### src/rtl/sap1_controller_if.sv
// Control bus between the SAP-1 sequencer and the datapath.
// The master side drives run/opcode; the slave side (the controller) drives the T-state and strobes.
interface sap1_controller_if;
  logic       run;
  logic [3:0] opcode;
  logic [5:0] t_state;
  logic       pc_out;
  logic       pc_inc;
  logic       mar_load;
  logic       ram_out;
  logic       ir_load;
  logic       ir_send;
  logic       acc_load;
  logic       acc_out;
  logic       b_load;
  logic       out_load;
  logic       alu_sub;
  logic       alu_out;
  logic       halted;

  modport master (
    output run, opcode,
    input  t_state, pc_out, pc_inc, mar_load, ram_out, ir_load, ir_send,
           acc_load, acc_out, b_load, out_load, alu_sub, alu_out, halted
  );

  modport slave (
    input  run, opcode,
    output t_state, pc_out, pc_inc, mar_load, ram_out, ir_load, ir_send,
           acc_load, acc_out, b_load, out_load, alu_sub, alu_out, halted
  );
endinterface

### src/rtl/sap1_controller.sv
// SAP-1 control sequencer: six-state one-hot T ring plus a HALT state,
// with strobes decoded live from the current T-state and opcode.
module sap1_controller (
  input  logic               clk,
  input  logic               reset,
  sap1_controller_if.slave   bus
);

  localparam logic [3:0] OP_LDA = 4'h0;
  localparam logic [3:0] OP_ADD = 4'h1;
  localparam logic [3:0] OP_SUB = 4'h2;
  localparam logic [3:0] OP_OUT = 4'hE;
  localparam logic [3:0] OP_HLT = 4'hF;

  // State encoding doubles as the t_state output; HALT is the all-zero code.
  typedef enum logic [5:0] {
    S_HALT = 6'b000000,
    S_T1   = 6'b000001,
    S_T2   = 6'b000010,
    S_T3   = 6'b000100,
    S_T4   = 6'b001000,
    S_T5   = 6'b010000,
    S_T6   = 6'b100000
  } state_t;

  state_t r_state;
  logic   w_active;
  logic   w_isSub;

  always_ff @(posedge clk or posedge reset) begin
    if (reset) begin
      r_state <= S_T1;
    end else if (bus.run) begin
      case (r_state)
        S_T1:    r_state <= S_T2;
        S_T2:    r_state <= S_T3;
        S_T3:    r_state <= S_T4;
        S_T4:    r_state <= (bus.opcode == OP_HLT) ? S_HALT : S_T5;
        S_T5:    r_state <= S_T6;
        S_T6:    r_state <= S_T1;
        S_HALT:  r_state <= S_HALT;
        default: r_state <= S_T1;
      endcase
    end
  end

  // Reset is folded in so no strobe can glitch out between reset assertion and the state update.
  assign w_active     = bus.run && !reset && (r_state != S_HALT);
  assign w_isSub      = (bus.opcode == OP_SUB);
  assign bus.t_state  = r_state;
  assign bus.halted   = (r_state == S_HALT);

  always_comb begin
    bus.pc_out   = 1'b0;
    bus.pc_inc   = 1'b0;
    bus.mar_load = 1'b0;
    bus.ram_out  = 1'b0;
    bus.ir_load  = 1'b0;
    bus.ir_send  = 1'b0;
    bus.acc_load = 1'b0;
    bus.acc_out  = 1'b0;
    bus.b_load   = 1'b0;
    bus.out_load = 1'b0;
    bus.alu_sub  = 1'b0;
    bus.alu_out  = 1'b0;
    if (w_active) begin
      case (r_state)
        S_T1: begin
          bus.pc_out   = 1'b1;
          bus.mar_load = 1'b1;
        end
        S_T2: bus.pc_inc = 1'b1;
        S_T3: begin
          bus.ram_out = 1'b1;
          bus.ir_load = 1'b1;
        end
        S_T4: begin
          case (bus.opcode)
            OP_LDA, OP_ADD, OP_SUB: begin
              bus.ir_send  = 1'b1;
              bus.mar_load = 1'b1;
            end
            OP_OUT: begin
              bus.acc_out  = 1'b1;
              bus.out_load = 1'b1;
            end
            default: ;
          endcase
        end
        S_T5: begin
          case (bus.opcode)
            OP_LDA: begin
              bus.ram_out  = 1'b1;
              bus.acc_load = 1'b1;
            end
            OP_ADD, OP_SUB: begin
              bus.ram_out = 1'b1;
              bus.b_load  = 1'b1;
              bus.alu_sub = w_isSub;
            end
            default: ;
          endcase
        end
        S_T6: begin
          case (bus.opcode)
            OP_ADD, OP_SUB: begin
              bus.alu_out  = 1'b1;
              bus.acc_load = 1'b1;
              bus.alu_sub  = w_isSub;
            end
            default: ;
          endcase
        end
        default: ;
      endcase
    end
  end

endmodule
### src/flat_wrapper.sv
// flat-port wrapper written by rule: the top's interface ports become plain ports
module sap1_controller_flat 
  (clk, reset, bus_run, bus_opcode, bus_t_state, bus_pc_out, bus_pc_inc, bus_mar_load, bus_ram_out, bus_ir_load, bus_ir_send, bus_acc_load, bus_acc_out, bus_b_load, bus_out_load, bus_alu_sub, bus_alu_out, bus_halted);
  sap1_controller_if bus_i ();
  input  logic clk;
  input  logic reset;
  input wire logic [$bits(bus_i.run)-1:0] bus_run;
  input wire logic [$bits(bus_i.opcode)-1:0] bus_opcode;
  output wire logic [$bits(bus_i.t_state)-1:0] bus_t_state;
  output wire logic [$bits(bus_i.pc_out)-1:0] bus_pc_out;
  output wire logic [$bits(bus_i.pc_inc)-1:0] bus_pc_inc;
  output wire logic [$bits(bus_i.mar_load)-1:0] bus_mar_load;
  output wire logic [$bits(bus_i.ram_out)-1:0] bus_ram_out;
  output wire logic [$bits(bus_i.ir_load)-1:0] bus_ir_load;
  output wire logic [$bits(bus_i.ir_send)-1:0] bus_ir_send;
  output wire logic [$bits(bus_i.acc_load)-1:0] bus_acc_load;
  output wire logic [$bits(bus_i.acc_out)-1:0] bus_acc_out;
  output wire logic [$bits(bus_i.b_load)-1:0] bus_b_load;
  output wire logic [$bits(bus_i.out_load)-1:0] bus_out_load;
  output wire logic [$bits(bus_i.alu_sub)-1:0] bus_alu_sub;
  output wire logic [$bits(bus_i.alu_out)-1:0] bus_alu_out;
  output wire logic [$bits(bus_i.halted)-1:0] bus_halted;
  assign bus_i.run = bus_run;
  assign bus_i.opcode = bus_opcode;
  assign bus_t_state = bus_i.t_state;
  assign bus_pc_out = bus_i.pc_out;
  assign bus_pc_inc = bus_i.pc_inc;
  assign bus_mar_load = bus_i.mar_load;
  assign bus_ram_out = bus_i.ram_out;
  assign bus_ir_load = bus_i.ir_load;
  assign bus_ir_send = bus_i.ir_send;
  assign bus_acc_load = bus_i.acc_load;
  assign bus_acc_out = bus_i.acc_out;
  assign bus_b_load = bus_i.b_load;
  assign bus_out_load = bus_i.out_load;
  assign bus_alu_sub = bus_i.alu_sub;
  assign bus_alu_out = bus_i.alu_out;
  assign bus_halted = bus_i.halted;
  sap1_controller u_core (.clk(clk), .reset(reset), .bus(bus_i));
endmodule
### config.mk
export PLATFORM = sky130hd
export DESIGN_NAME = sap1_controller_flat
export DESIGN_NICKNAME = d
export VERILOG_FILES = /design/src/rtl/sap1_controller_if.sv /design/src/rtl/sap1_controller.sv /design/src/flat_wrapper.sv
export SDC_FILE = /design/constraint.sdc
export NUM_CORES = 1
export LEC_CHECK = 0
export ABC_AREA = 1
export ABC_CLOCK_PERIOD_IN_PS = 2200
export CAP_MARGIN = 20
export CORE_MARGIN = 10
export CORE_UTILIZATION = 42
export DETAILED_ROUTE_END_ITERATION = 8
export GPL_TIMING_DRIVEN = 1
export PLACE_DENSITY = 0.79
export SLEW_MARGIN = 30
export SYNTH_ARGS = -nofsm -noshare
export SYNTH_HDL_FRONTEND = slang
export SYNTH_SLANG_ARGS = --single-unit
export TNS_END_PERCENT = 30
### constraint.sdc
create_clock -name clk -period 2.2 [get_ports clk]
set_input_delay 0.22 -clock clk [delete_from_list [all_inputs] [get_ports clk]]
set_output_delay 0.22 -clock clk [all_outputs]
set_load 0.01 [all_outputs]
==> results.txt, run 1 <==
run metrics: status finished, final reports clean, worst hold slack between 0.2 and 0.25 ns, Largest register FFs 6, nonclk inv count 20, Total Nets Final approximately 120, Routed Antenna Nets 0, CTS clk-pin slew, worst paths 0.06 ns, and-or/or-and share of the synthesized area about 6.6%, clk pwr between 0.1 and 0.15 mW, power share of the sequential group 31.0%, drt total wl 1476 µm, CTS tree yes, CLK BUF 4, Biggest Area Class combinational gates, Slew headroom approximately 84%, Area growth syn-to-layout 53.65%, max-cap viol count 0, Placer Congestion between 0.8 and 0.9, Critical Path End Type output port, CP bufs+invs 2, IO Port Bufs 25, Synth Area in Adders 0%, Synth Net Count about 94, worst-margin pin slew roughly 0.24 ns, Max Slew Vio Count 0, Seq area share 17.98%, Post-synth regs 6, f_max roughly 480 MHz, CP delay by family, top buffers and inverters, non-clock buffer total of the final layout 25, peak supply drop 0.0004702 V, Comb gates 60, grt ovf 0, Crit. path cell count 7, Inst Count DP between 100 and 150, Gate Area ~310 µm², pin count of the biggest net entering global routing 11, met1 GRT Util between 8 and 9%, ClkCell Share ~3.1%, H-tree Lvls 1, RSZ-0062 raised after global routing no, cts repair resizes 0, Clk Latency, worst-skew pair between 0.2 and 0.3 ns, WL met2 740 µm, total CTS buffers 3, Hold Vio Cnt, Final 0, Seq cells 6, CP startpoint kind flop, I/O pin total 26, die height about 56 µm, sum of negative setup slack 0 ns, DRC viols 0, Clock Power Share about 20%, Seq power 0.173 mW, fin crit period 2.074 ns, CTS Hold Buffers Added 0, layout cells sized above 1 between 10% and 20%, Cell area leaders dfrtp_1, nand2_1, inv_1, nor2_1, nor2_4, Syn Area/Cell approximately 6.3 µm², Cell Area, Placed ~810 µm², Pwr top combinational cells, EDFF count, synth 0, Clock Path Buffers 2, r2r setup slk ~1.0 ns, Chip Width between 50 and 60 µm, Seq/Total Area, Yosys 27.63%, max layer used met4, top logic cells by instance count in the layout clkdlybuf4s50_1, nand2_1, inv_1, nor2_1, nand3_1, Rows 12, tool warnings 26, Via Count 637, Max-area cell share between 20% and 30%, switch share between 40% and 50%, yosys synthesis chip area roughly 550 µm², grt met2 use 17.64%, Final WS setup ~0.13 ns, non-clk buf share 30.61%, cells after synthesis slightly below 90, vias in the first global route 638, pre-CTS setup slack between 0.1 and 0.15 ns, Netlist cell types 17, most instantiated cells after synthesis nand2_1, inv_1, nor2_1, XOR/XNOR Area Share 0%, WL met3 ~120 µm, post-CTS setup buffers 0, final period utilization a little over nine tenths, Antenna diodes 0, crit path DRT around 2.0 ns, yosys stat cell total around 87, CP Max Fanout 6
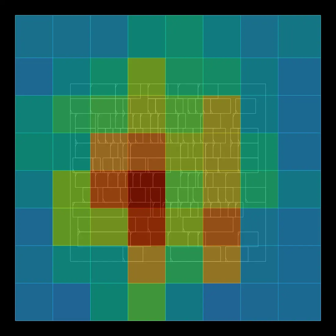
*Routing congestion map, run 1*
drt wl/cell: 11.44 µm
GR met3 Demand/Resource: 4.328%
total track usage: 9.618%
final core utilization: 71.90%

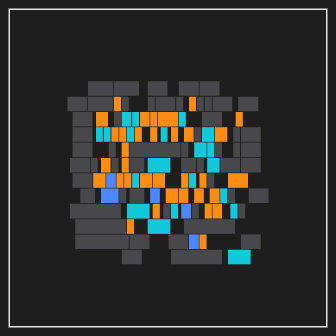
*Logic cells by family, run 1*
[inverting AOI/OAI gates] blue | cells: 5 | where: center
[NAND gates] orange | cells: 34 | where: center
[NOR gates] cyan | cells: 20 | where: center

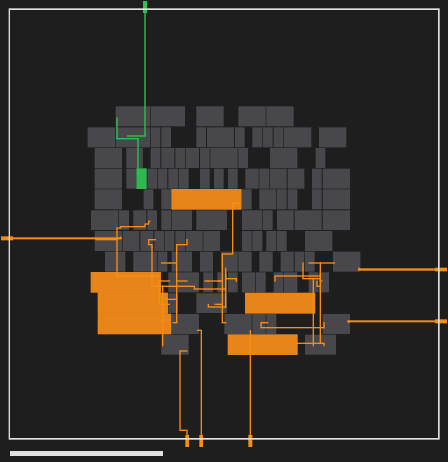
*Wires at chosen ports, followed through buffers, run 1*
Scale bar: 20 µm.
[`bus_out_load`] green | bits: 1 | direction: output | edge: north | end cells: 1 | buffers: 1 | wire: 28.8 µm
[`bus_t_state`] orange | bits: 6 | direction: output | edge: 3 south, 2 east, 1 west | end cells: 6 | buffers: 6 | wire: 227 µm

### Zoomed window, run 1

Scale bar: 10 µm. Region (2, 2) to (27, 27) µm. Cells in gray, sequential cells in the stronger gray; small squares are vias.
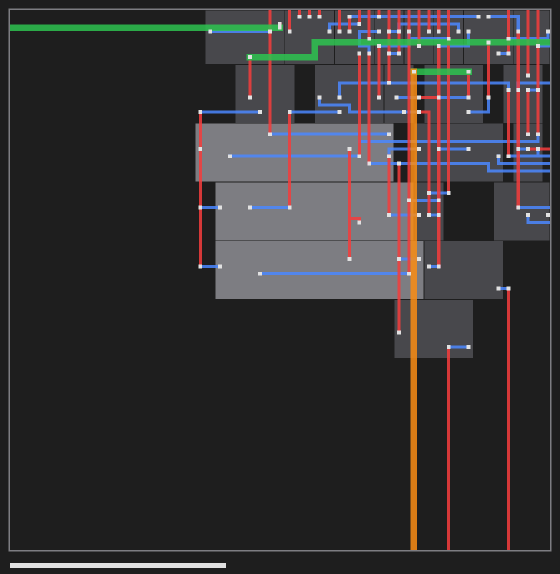

==> inputs of run 2 (changes only) <==
--- a/config.mk
+++ b/config.mk
@@ -5,14 +5,15 @@
 export SDC_FILE = /design/constraint.sdc
 export NUM_CORES = 1
 export LEC_CHECK = 0
-export ABC_AREA = 1
 export ABC_CLOCK_PERIOD_IN_PS = 2200
 export CAP_MARGIN = 20
 export CORE_MARGIN = 10
-export CORE_UTILIZATION = 42
+export CORE_UTILIZATION = 43
 export DETAILED_ROUTE_END_ITERATION = 8
 export GPL_TIMING_DRIVEN = 1
+export MAX_ROUTING_LAYER = met4
 export PLACE_DENSITY = 0.79
+export REMOVE_ABC_BUFFERS = 1
 export SLEW_MARGIN = 30
 export SYNTH_ARGS = -nofsm -noshare
 export SYNTH_HDL_FRONTEND = slang
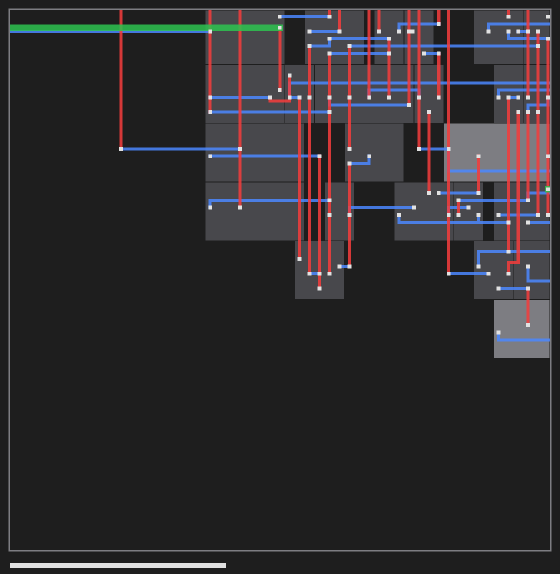
*Zoomed window, run 2*
Scale bar: 10 µm. Region (2, 2) to (27, 27) µm. Cells in gray, sequential cells in the stronger gray; small squares are vias.
[met3] green
[met1] blue
[met2] red
most frequent: nor2_1 (4), nand2_1 (3), buf_4 (3)
netlist names of flops here include: `u_core.bus.t_state` (1)
sequential cells in the window: 1
cells with their middle in the window: 23

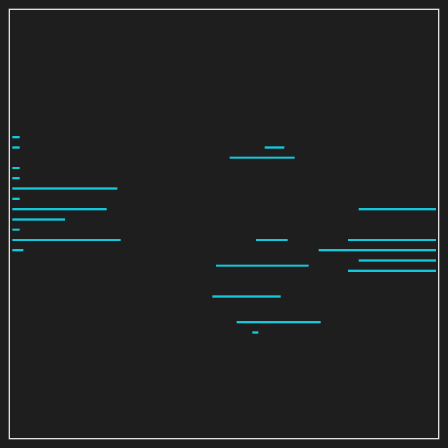
*M3 wires, run 2*
longest straight run: 15.2 µm
share of all routed wire: 8.1%
main direction: horizontal
Via Count: 714
GR met3 Demand/Resource: 5.618%

==> results.txt, run 2 <==
run metrics: Comb group 0.671 mW, worst-margin pin slew 0.2937 ns, CP Class in -> out, cts repair resizes 11, EDFF count, synth 0, Crit Reg-Reg Startpoint u_core.bus.t_state[3], IO Port Bufs 25, peak supply drop 0.0004868 V, CP bufs+invs 3, CTS clk-pin slew, worst paths around 0.060 ns, Power Density roughly 1100 nW/µm², pre-CTS setup slack -0.04859 ns, power share of the sequential group approximately a quarter, first-pass GRT wire length roughly 3200 µm, max layer used met4, Clock Power Share about 11%, Clock Path Buffers 2, WL met3 about 160 µm, layout cells sized above 1 26.61%, Clk Latency, worst-skew pair 0.25 ns, CTS tree yes, drt total wl between 1500 and 2000 µm, Max Slew Vio Count 0, Total Nets Final approximately 120, pin count of the biggest net entering global routing 11, Critical Path End Type output port, total track usage 12.30%, total CTS buffers 3, Largest register FFs 6, Placer Congestion a little over 0.8, Comb gates just under 60, Pwr top combinational cells, CP Max Fanout 3, ClkCell Share under 10%, final core utilization between 70% and 80%, WL met2 between 900 and 1000 µm, Biggest Area Class combinational gates, Rows 13, Chip Width 56.59 µm, XOR/XNOR Area Share under 10%, tool warnings 25, H-tree Lvls 1, Post-synth regs 6, status finished, final reports clean, Seq area share 16.53%, Area growth syn-to-layout 64.35%, max-cap viol count 0, Netlist cell types 34, yosys synthesis chip area around 580 µm², final-layout fill cell count roughly 110, most numerous logic cell after layout clkdlybuf4s50_1, switch share 45.94%, vias in the first global route slightly above 700, Crit. path cell count 6, Hold Vio Cnt, Final 0, Final WS setup 0.07817 ns, FP Core Util 44.79%, Seq cells 6, DRC viols 0, crit path DRT slightly below 2 ns, Cell area leaders dfrtp_1, nor2_1, dfstp_2, inv_1, nand3_1, mapped cell area roughly 580 µm², Routed Antenna Nets 0, critical path arrival around 1.9 ns, drt wl/cell 15.58 µm, Synth Area in Adders 0%, Gate Area about 400 µm², CP delay by family, top buffers and inverters, Cell Area, Placed 868.3 µm², Inst Count DP ~120, grt met2 use between 20 and 25%, f_max 471.3 MHz, die area 3202 µm², non-clk buf share about 33%, Antenna diodes 0, Slew headroom between 80% and 90%, met1 GRT Util a little over an eighth, non-clock buffer total of the final layout 34, most instantiated cells after synthesis nor2_1, inv_1, nand2_1, CP Cell Sequence clkdlybuf4s50_1 > buf_4 > nor3b_2 > nand3_1 > nor2_1 > clkdlybuf4s50_1, clk pwr ~0.12 mW, core area 1285 µm², worst hold path type in -> async, slowest CP cell clkdlybuf4s50_1, grt ovf 0, Multiplexer share 0%, Syn Area/Cell 7.475 µm², Final Instance Area roughly 950 µm², cells after synthesis 77, r2r setup slk just under 0.8 ns, Max-area cell share between 20% and 30%, I/O pin total 26, sum of negative setup slack 0 ns, Seq/Total Area, Yosys a little over a quarter, CP startpoint kind input port, clk root buf clkbuf_4, Worst Skew 0.01437 ns, CLK BUF 4, die height around 57 µm, yosys stat cell total 77, CTS Hold Buffers Added 0, post-CTS setup buffers 0, final period utilization between 90% and 100%, most common cell in the synthesized netlist nor2_1, and-or/or-and share of the synthesized area 16.52%, worst hold slack roughly 0.34 ns, top logic cells by instance count in the layout clkdlybuf4s50_1, nor2_1, buf_4, inv_1, nand2_1, Async SR Flop Fraction 100.0%, Seq power between 0.2 and 0.3 mW, internal power about 0.57 mW, RSZ-0062 raised after global routing no, nonclk inv count 7, fin crit period approximately 2.1 ns
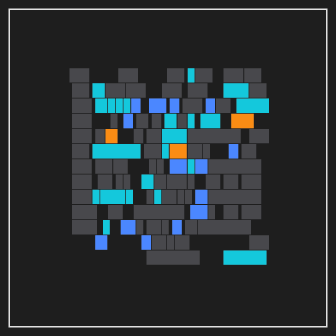
*Logic cells by family, run 2*
[inverting AOI/OAI gates] blue | cells: 14 | where: center
[AND and OR gates] orange | cells: 3
[NOR gates] cyan | cells: 22

No activity file was given, so power comes from the tool's default toggle rates.
